--- config.mk ---
export PLATFORM = sky130hd
export DESIGN_NAME = i2s_receiver
export DESIGN_NICKNAME = d
export VERILOG_FILES = /design/src/rtl/i2s_receiver_pkg.sv /design/src/rtl/i2s_receiver_sync_edge_detect.sv /design/src/rtl/i2s_receiver.sv
export SDC_FILE = /design/constraint.sdc
export NUM_CORES = 1
export LEC_CHECK = 0
export ABC_AREA = 1
export CORE_MARGIN = 3
export CORE_UTILIZATION = 35
export CTS_CLUSTER_DIAMETER = 120
export DETAILED_ROUTE_END_ITERATION = 10
export PLACE_DENSITY_LB_ADDON = 0.1
export SLEW_MARGIN = 20
export SYNTH_ARGS = -nofsm -noshare
export SYNTH_HDL_FRONTEND = slang
export SYNTH_HIERARCHICAL = 1
export SYNTH_SLANG_ARGS = --single-unit
--- constraint.sdc ---
create_clock -name clk -period 3.5 [get_ports clk]
set_input_delay 0.35 -clock clk [delete_from_list [all_inputs] [get_ports clk]]
set_output_delay 0.35 -clock clk [all_outputs]
set_load 0.02 [all_outputs]
--- src/rtl/i2s_receiver_pkg.sv ---
// Shared I2S definitions: receiver state encoding and channel constants.
package i2s_receiver_pkg;

  typedef enum logic [1:0] {
    SYNC  = 2'd0,
    SHIFT = 2'd1,
    PAD   = 2'd2
  } state_t;

  localparam logic CH_LEFT  = 1'b0;
  localparam logic CH_RIGHT = 1'b1;

endpackage

--- src/rtl/i2s_receiver_sync_edge_detect.sv ---
// Aligned synchronizer for the three I2S pins plus bit_clk rising-edge tick.
module sync_edge_detect #(
  parameter int STAGES = 2
) (
  input  logic clk,
  input  logic bit_clk,
  input  logic frame_clk,
  input  logic data,
  output logic tick,
  output logic ws,
  output logic sd
);

  // One chain carries all three lines so ws/sd line up with the tick
  logic [2:0] chain [STAGES];
  logic       bclk_q;

  always_ff @(posedge clk) begin
    chain[0] <= {data, frame_clk, bit_clk};
    for (int i = 1; i < STAGES; i++) begin
      chain[i] <= chain[i-1];
    end
    bclk_q <= chain[STAGES-1][0];
  end

  assign tick = chain[STAGES-1][0] & ~bclk_q;
  assign ws   = chain[STAGES-1][1];
  assign sd   = chain[STAGES-1][2];

endmodule

--- src/rtl/i2s_receiver.sv ---
// I2S deserializer: oversamples bit_clk/frame_clk/data on clk and
// presents complete left/right PCM pairs.
module i2s_receiver
  import i2s_receiver_pkg::*;
#(
  parameter int SAMPLE_WIDTH = 16,
  parameter int SYNC_STAGES  = 2
) (
  input  logic                    clk,
  input  logic                    reset,
  input  logic                    bit_clk,
  input  logic                    frame_clk,
  input  logic                    data,
  output logic [SAMPLE_WIDTH-1:0] sample_left,
  output logic [SAMPLE_WIDTH-1:0] sample_right,
  output logic                    sample_valid,
  output logic                    frame_err,
  output logic                    locked
);

  localparam int CW = $clog2(SAMPLE_WIDTH + 1);
  localparam logic [CW-1:0] LAST = CW'(SAMPLE_WIDTH - 1);

  logic tick;
  logic ws;
  logic sd;

  sync_edge_detect #(
    .STAGES(SYNC_STAGES)
  ) u_sync (
    .clk      (clk),
    .bit_clk  (bit_clk),
    .frame_clk(frame_clk),
    .data     (data),
    .tick     (tick),
    .ws       (ws),
    .sd       (sd)
  );

  state_t                  state, state_n;
  logic [CW-1:0]           count, count_n;
  logic [SAMPLE_WIDTH-1:0] shreg, shreg_n;
  logic [SAMPLE_WIDTH-1:0] hold, hold_n;
  logic [SAMPLE_WIDTH-1:0] left_n, right_n;
  logic [SAMPLE_WIDTH-1:0] word;
  logic                    left_ok, left_ok_n;
  logic                    channel, channel_n;
  logic                    ws_prev, ws_prev_n;
  logic                    primed, primed_n;
  logic                    locked_n;
  logic                    valid_n;
  logic                    err_n;
  logic                    bnd;

  always_ff @(posedge clk) begin
    if (reset) begin
      state        <= SYNC;
      count        <= '0;
      shreg        <= '0;
      hold         <= '0;
      left_ok      <= 1'b0;
      channel      <= CH_LEFT;
      ws_prev      <= 1'b0;
      primed       <= 1'b0;
      locked       <= 1'b0;
      sample_left  <= '0;
      sample_right <= '0;
      sample_valid <= 1'b0;
      frame_err    <= 1'b0;
    end else begin
      state        <= state_n;
      count        <= count_n;
      shreg        <= shreg_n;
      hold         <= hold_n;
      left_ok      <= left_ok_n;
      channel      <= channel_n;
      ws_prev      <= ws_prev_n;
      primed       <= primed_n;
      locked       <= locked_n;
      sample_left  <= left_n;
      sample_right <= right_n;
      sample_valid <= valid_n;
      frame_err    <= err_n;
    end
  end

  // A boundary needs a previously sampled ws, so a stream that starts
  // mid-slot does not lock on the stale ws_prev left by reset
  assign bnd = primed && (ws != ws_prev);

  always_comb begin
    state_n   = state;
    count_n   = count;
    shreg_n   = shreg;
    hold_n    = hold;
    left_ok_n = left_ok;
    channel_n = channel;
    ws_prev_n = ws_prev;
    primed_n  = primed;
    locked_n  = locked;
    left_n    = sample_left;
    right_n   = sample_right;
    valid_n   = 1'b0;
    err_n     = 1'b0;
    word      = {shreg[SAMPLE_WIDTH-2:0], sd};
    if (tick) begin
      ws_prev_n = ws;
      primed_n  = 1'b1;
      unique case (state)
        SYNC: begin
          if (bnd) begin
            locked_n  = 1'b1;
            channel_n = ws;
            count_n   = '0;
            shreg_n   = '0;
            state_n   = SHIFT;
          end
        end
        SHIFT: begin
          if (bnd) begin
            err_n     = 1'b1;
            left_ok_n = 1'b0;
            channel_n = ws;
            count_n   = '0;
            shreg_n   = '0;
          end else begin
            shreg_n = word;
            count_n = count + 1'b1;
            if (count == LAST) begin
              state_n = PAD;
              if (channel == CH_RIGHT) begin
                if (left_ok) begin
                  left_n    = hold;
                  right_n   = word;
                  valid_n   = 1'b1;
                  left_ok_n = 1'b0;
                end
              end else begin
                hold_n    = word;
                left_ok_n = 1'b1;
              end
            end
          end
        end
        PAD: begin
          if (bnd) begin
            channel_n = ws;
            count_n   = '0;
            shreg_n   = '0;
            state_n   = SHIFT;
          end
        end
        default: state_n = SYNC;
      endcase
    end
  end

endmodule

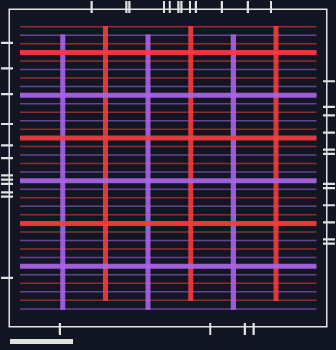
Fig. 1. PDN straps and rails (run 1).
The bar under the picture is 20 um long. Pins as bars on the die edge.
- purple: VSS
- red: VDD
- rows: 33
- signal pins: 40
- met1 rails: 34
- met4 straps: 6
Die Y: 101 um
Die Wd: 101 um

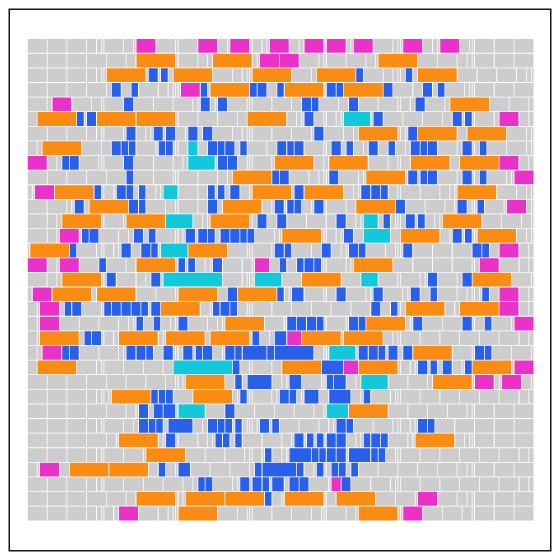
Fig. 2. Placed cells, one colour a class (run 1).
Fill, decap, tap and diode cells in grey.
- cyan: clock drivers and dummy loads (cells 16)
- magenta: other buffers and delay cells (cells 42)
- blue: combinational and other logic (cells 272)
- orange: flops (cells 84)
Core ar.: 8460 um^2
sequential cell area share: 45.0%
row cnt: 33
Final Cell Area: 3740 um^2

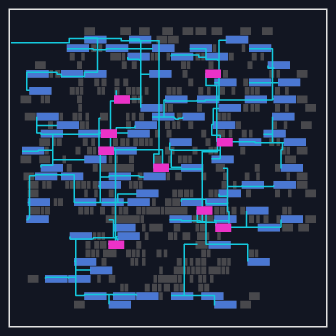
Fig. 3. Clock network drawn from the DEF (run 1).
- magenta: clock drivers (count 9)
- blue: flip-flops (count 84)
- cyan: clock wires (length 1040 um)
- flops lie: widely spread
- routed clock nets: 10
Latency at later pin: 0.35 ns
clock power share: 43.2%

==> qor.yml, run 1 <==
drv_slew: 0
fp_nets: 387
grt.overflow.total: 0
drv_cap: 0
switching_share_pct: 22.5
p_leak_nw: 1.26
cts-root-buf: "clkbuf_8"
period_used_pct: 64.2
power_density_nw_per_um2: 476
critPathBufInv: 2
grt_usage_pct: 14.2
power.share.sequential_pct: 54.3
yosys-stat-cells: 379
tritoncts: "yes"
ys_types: 24
fmax_ghz: 0.445
finClkSkew_ns: 0.0105
cts_buffers: 9
clk_path_buf_depth: 2
use_met3_pct: 2.77
cp.arrival_ns: 2.47
edf_count: 0
ys_ff: 84
crit_required_ns: 3.72
power_frac_comb_pct: 2.5
routedWlPerCell_um: 13.0
hold_buffers: 0
hold_viol_final: 0
p_int_w: 0.00138
h-tree-depth: 3
status: "finished, final reports clean"
met1_usage_pct: 21.3
syn_inst: 379
layout-drive-gt1-share_pct: 8.70
cp_max_fo: 49
rsz0062_at_grt: "no"
drtIter0Drc: 99
slew-limit-headroom_pct: 58.2
slowest_stage: "buf_4"
crit_chain: "ha_1 -> nand2_1 -> nor2_1 -> ha_1 -> inv_1 -> nor2_8 -> buf_4 -> nand2_2 -> nand2_1 -> a21oi_1"
ff_type: "dfxtp_1"
top_cells_by_count: "nand2_1, dfxtp_1, a21oi_1"
grt_pass1_wl_um: 11400
-- run 1: final cells by class --
class                      instances  area [um^2]
fill                             849         4720
sequential                        84         1680
multi-input combinational        257         1240
timing repair buffer              42          408
tap                              105          131
clock buffer                       9          124
clock inverter                     7          100
inverter                          15         56.3
-- run 1: kinds of logic (layout without fill, tap and decap cells) --
family / count (synthesis) / in the layout / synth area share (%)
flip-flops: 84 / 84 / 53.8
AND-OR/OR-AND: 80 / 80 / 12.9
adder cells (fa/ha/maj): 3 / 3 / 1.20
AND/OR/NAND/NOR: 174 / 174 / 25.4
buffers and inverters: 38 / 73 / 6.72
-- run 1: worst paths after layout --
path / from / end / slack, ns / cells past startpoint
worst max register to register: count[0] / hold[11] / 1.25 / 10
worst min-delay path: u_sync/chain[0][0] / u_sync/chain[0][3] / 0.33 / 0
worst min register to register: u_sync/chain[0][0] / u_sync/chain[0][3] / 0.33 / 0
worst max-delay path: count[0] / hold[11] / 1.25 / 10
-- run 1: worst register-to-register path, stage by stage, from the launching register on --
cell,delay [ns]
dfxtp_1,0.40
ha_1,0.19
nand2_1,0.08
nor2_1,0.15
ha_1,0.16
inv_1,0.08
nor2_8,0.11
buf_4,0.42
nand2_2,0.32
nand2_1,0.15
a21oi_1,0.07
-- run 1: layout by cell type (no fill, tap or decap), drive strengths merged, types with 3 or more instances in the layout --
cell           count
a21oi             75
clkdlybuf4s50     38
ha                 3
buf                4
inv               16
nor2              15
dfxtp             84
clkbuf             9
o21ai              4
nand3             54
nand2            102
-- run 1: sequential cells by signal, summed over array words and instances (netlist names), 2 cells and up --
register	cells
shreg	15
hold	16
sample_left	16
u_sync/chain	6
count	5
state	2
sample_right	16
-- run 1: per-layer routing --
layer	wire length, um	part of all wire [%]	vias to the layer above
met5	0	0	-
met2	2780	41	41
met1	3620	54	1137
met3	244	3.6	9
met4	106	1.6	0
li1	-	-	1312
-- run 1: through the flow --
step           area (um^2)  cells  total power, W  hold WS (ns)  utilization (%)
2_1_floorplan         3130    379         0.00102         0.310                -
3_3_place_gp          3510    503         0.00103         0.314             41.5
3_5_place_dp          3510    503         0.00103         0.312             41.5
4_1_cts               3740    519         0.00180         0.333             44.2
5_1_grt               3740    519         0.00185         0.341             44.2
6_report              3740    519         0.00178         0.331             44.2
-- run 1: power by group through the flow --
stage,Clock (W),Sequential [W],Combinational (W)
5_1_grt,0.000832,0.000967,0.0000506
6_report,0.000770,0.000966,0.0000450
4_1_cts,0.000791,0.000966,0.0000459
3_3_place_gp,0,0.000989,0.0000456
2_1_floorplan,0,0.000988,0.0000339
3_5_place_dp,0,0.000989,0.0000458
==> inputs of run 2 (changes only) <==
==> constraint.sdc (replaced) <==
create_clock -name clk -period 2.1 [get_ports clk]
set_input_delay 0.21 -clock clk [delete_from_list [all_inputs] [get_ports clk]]
set_output_delay 0.21 -clock clk [all_outputs]
set_load 0.02 [all_outputs]
==> run 2 against run 1 <==
  * Synthesized area unchanged
  * First-iteration DRC count increased by 83%
  * Core utilization increased by 0.21 points
  * Critical endpoint is now sample_left[14]
  * Highest routed layer unchanged
==> qor.yml, run 2 <==
status: "finished, final reports clean"
std_cell_rows: 33
use_met3_pct: 3.32
drv_slew: 0
hold_depth: 2
p_int_w: 0.00207
ys_ff: 84
layout-drive-gt1-share_pct: 9.52
ff_type: "dfxtp_1"
lay_top_count: "nand2_1"
grt_usage_pct: 14.4
die_h_um: 101
slew-limit-headroom_pct: 69.9
ys_types: 24
fmax_ghz: 0.573
syn_inst: 379
reg_top3: "hold x16, sample_left x16, sample_right x16"
top_cells_by_count: "nand2_1, dfxtp_1, a21oi_1"
lay_top_cells: "nand2_1, dfxtp_1, a21oi_1"
coreArea_um2: 8460
rsz0062_at_grt: "no"
power.share.sequential_pct: 59.3
period_used_pct: 83.1
drtIter0Drc: 181
grt_pass1_wl_um: 11500
power_frac_comb_pct: 3.1
switching_share_pct: 23.8
fp.dieArea_um2: 10100
cp_max_fo: 14
cts-root-buf: "clkbuf_8"
die_x_um: 101
routedWlPerCell_um: 12.8
met1_usage_pct: 22.2
h-tree-depth: 3
cts_buffers: 9
finalCoreUtilization_pct: 44.4
cp.arrival_ns: 2.02
p_leak_nw: 1.27
fp_nets: 387
crit_required_ns: 2.37
grt.overflow.total: 0
hold_buffers: 0
==> run 2: per-stage QoR <==
| step | std cells | setup WS (ns) | power [W] | hold WS (ns) | cell area [um^2] |
|---|---|---|---|---|---|
| 2_1_floorplan | 379 | 0.475 | 0.00170 | 0.238 | 3130 |
| 3_3_place_gp | 509 | 0.415 | 0.00173 | 0.310 | 3580 |
| 3_5_place_dp | 509 | 0.369 | 0.00173 | 0.312 | 3580 |
| 4_1_cts | 525 | 0.339 | 0.00276 | 0.210 | 3760 |
| 5_1_grt | 525 | 0.148 | 0.00285 | 0.227 | 3760 |
| 6_report | 525 | 0.355 | 0.00271 | 0.230 | 3760 |
==> run 2: cell families after synthesis <==
family | count (synthesis) | synth area share [%]
AND/OR/NAND/NOR | 174 | 25.4
buffers and inverters | 38 | 6.72
adder cells (fa/ha/maj) | 3 | 1.20
AND-OR/OR-AND | 80 | 12.9
flip-flops | 84 | 53.8
==> run 2: path summary, 6_finish.rpt <==
| path | from | end | slack (ns) |
|---|---|---|---|
| worst max register to register | count[0] | sample_left[14] | 0.36 |
| worst max-delay path | count[0] | sample_left[14] | 0.36 |
| worst min-delay path | reset | primed | 0.23 |
| worst min register to register | u_sync/chain[0][1] | u_sync/chain[0][4] | 0.33 |
==> run 2: critical path, cell delays in order (launching register included) <==
cell and delay [ns]:
dfxtp_1 0.40, ha_1 0.19, nand2_1 0.07, nor2_1 0.14
ha_1 0.16, inv_1 0.08, nor2_8 0.15, buf_4 0.21
nand3_1 0.11, a21oi_1 0.17
==> run 2: routing by layer <==
metal,share of wire [%],wire length (um)
met1,54,3640
met2,40,2730
met3,5.1,345
met4,0.55,37
met5,0,0
==> run 2: final cells by class <==
class / instances / area [um^2]
Fill cell: 855 / 4710
Sequential cell: 84 / 1680
Inverter: 15 / 56.3
Clock buffer: 10 / 128
Timing Repair Buffer: 48 / 478
Clock inverter: 6 / 46.3
Multi-Input combinational cell: 257 / 1240
Tap cell: 105 / 131
==> run 2: power by group through the flow <==
stage / clock (W) / combinational (W) / sequential (W)
floorplan: 0 / 0.0000566 / 0.00165
global placement: 0 / 0.0000843 / 0.00165
detailed placement: 0 / 0.0000851 / 0.00165
CTS: 0.00107 / 0.0000851 / 0.00161
global route: 0.00114 / 0.0000932 / 0.00161
finish: 0.00102 / 0.0000837 / 0.00161
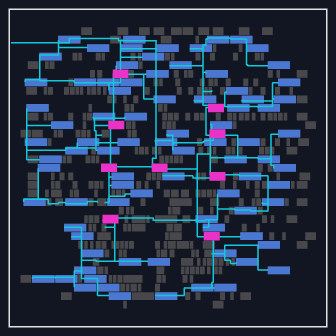
Fig. 4. Clock network drawn from the DEF (run 2).
- magenta: clock drivers (count 9)
- cyan: clock wires (length 979 um)
- blue: flip-flops (count 84)
- routed clock nets: 10
- flops lie: widely spread
Latency at later pin: 0.34 ns
clock power share: 37.6%
final setup skew: 0.0115 ns
Clock Power: 0.00102 W

==> inputs of run 3 (changes only) <==
==> constraint.sdc (replaced) <==
create_clock -name clk -period 1.8 [get_ports clk]
set_input_delay 0.18 -clock clk [delete_from_list [all_inputs] [get_ports clk]]
set_output_delay 0.18 -clock clk [all_outputs]
set_load 0.02 [all_outputs]
==> run 3 against run 2 <==
  * Critical endpoint is now hold[6]
  * Largest cell class unchanged
  * Maximum frequency up 4.9%
  * Wire length down 1.6%
  * Combinational power up 14%
  * Global-route usage down 0.69 points
  * Sequential cell count unchanged
  * Synthesized cell count unchanged
  * Final area up 2.1%
  * Highest routed layer unchanged
  * Largest power group unchanged
  * Count of clock-buffer cells in the layout unchanged
==> qor.yml, run 3 <==
p_int_w: 0.00259
r2r_slack_ns: 0.14
crit_required_ns: 2.09
worstSkewPairLatency_ns: 0.35
nFillCells: 855
crit_chain: "ha_1 -> nand2_1 -> nor2_2 -> ha_1 -> inv_1 -> nor2_8 -> buf_12 -> nand3_1 -> a21oi_1"
syn_inst: 379
slowest_stage: "dfxtp_2"
switching_share_pct: 23.0
hold_viol_final: 0
place_inst: 512
drv_slew: 0
whs_ns: 0.145
grt.overflow.total: 0
hold_depth: 4
min_to: "count[2]"
slowest_delay_ns: 0.36
synthTopLogicFamily: "simple AND/OR/NAND/NOR gates"
synthMuxAreaShare_pct: 0
drv_cap: 0
combGateArea_um2: 1250
power_density_nw_per_um2: 878
critPathBufInv: 2
edf_count: 0
status: "finished, final reports clean"
tritoncts: "yes"
xor_area_share_pct: 0
grt_pass1_wl_um: 11200
die_x_um: 101
[run 3: cell types whose count changed in the layout (fill, tap and decap cells not counted), moves of 2 or more]
cell,change
buf_6,+2
dfxtp_1,-2
dfxtp_2,+2
inv_6,-2
[run 3: cell families after synthesis]
group	Yosys count
compound gates	80
fa+ha+maj	3
buf+inv	38
flops	84
simple gates	174
[run 3: worst reg2reg max path, cell delays in order, from the launching register on]
cell and delay [ns]:
dfxtp_2 0.36, ha_1 0.17, nand2_1 0.09, nor2_2 0.11, ha_1 0.15, inv_1 0.08
nor2_8 0.17, buf_12 0.18, nand3_1 0.14, a21oi_1 0.15
[run 3: cell type report]
type	count	area share, %
Sequential cell	84	43.9
Multi-Input combinational cell	257	32.5
Clock buffer	10	3.59
Inverter	15	1.47
Clock inverter	6	1.86
Tap cell	105	3.43
Timing Repair Buffer	51	13.2
[run 3: layer usage]
| layer | part of all wire [%] | up-vias |
|---|---|---|
| met5 | 0 | - |
| met4 | 1.8 | 0 |
| met3 | 4.0 | 12 |
| met2 | 39 | 45 |
| met1 | 55 | 1102 |
| li1 | - | 1330 |
[run 3: power by group through the flow]
stage / combinational, W / clock [W] / sequential (W)
floorplan: 0.0000660 / 0 / 0.00192
global placement: 0.0000946 / 0 / 0.00192
finish: 0.0000950 / 0.00139 / 0.00188
global route: 0.000105 / 0.00152 / 0.00188
CTS: 0.0000951 / 0.00145 / 0.00188
detailed placement: 0.0000952 / 0 / 0.00192
[run 3: worst max path at each step]
stage                     slack [ns]               start               to
after floorplan                 0.17            count[0]   sample_left[0]
after global placement          0.11            count[0]         hold[14]
after detailed placement        0.05            count[0]          hold[4]
after CTS                       0.03            count[0]  sample_left[13]
after global routing            0.01  u_sync/chain[0][3]         count[0]
final                           0.14            count[0]          hold[6]
[run 3: metrics by stage]
| step | cell area [um^2] | total power [W] |
|---|---|---|
| finish | 3830 | 0.00337 |
| global placement | 3610 | 0.00202 |
| detailed placement | 3610 | 0.00202 |
| floorplan | 3130 | 0.00199 |
| global route | 3830 | 0.00351 |
| CTS | 3810 | 0.00342 |
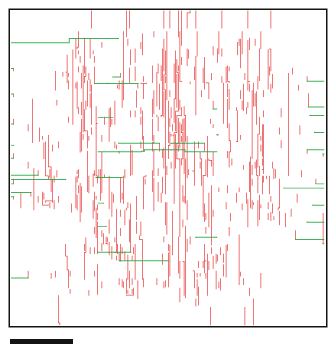
Fig. 5. Routed metal, one colour a layer (run 3).
The bar under the picture is 20 um long. Two of the layers only.
- red: metal 2 (wire length 2570 um)
- green: metal 3 (wire length 264 um)
routed vias: 2489
wire length per cell: 12.6 um
total routed wirelength: 6640 um
total global-route track usage: 13.7%

No activity file was given, so power comes from the tool's default toggle rates.
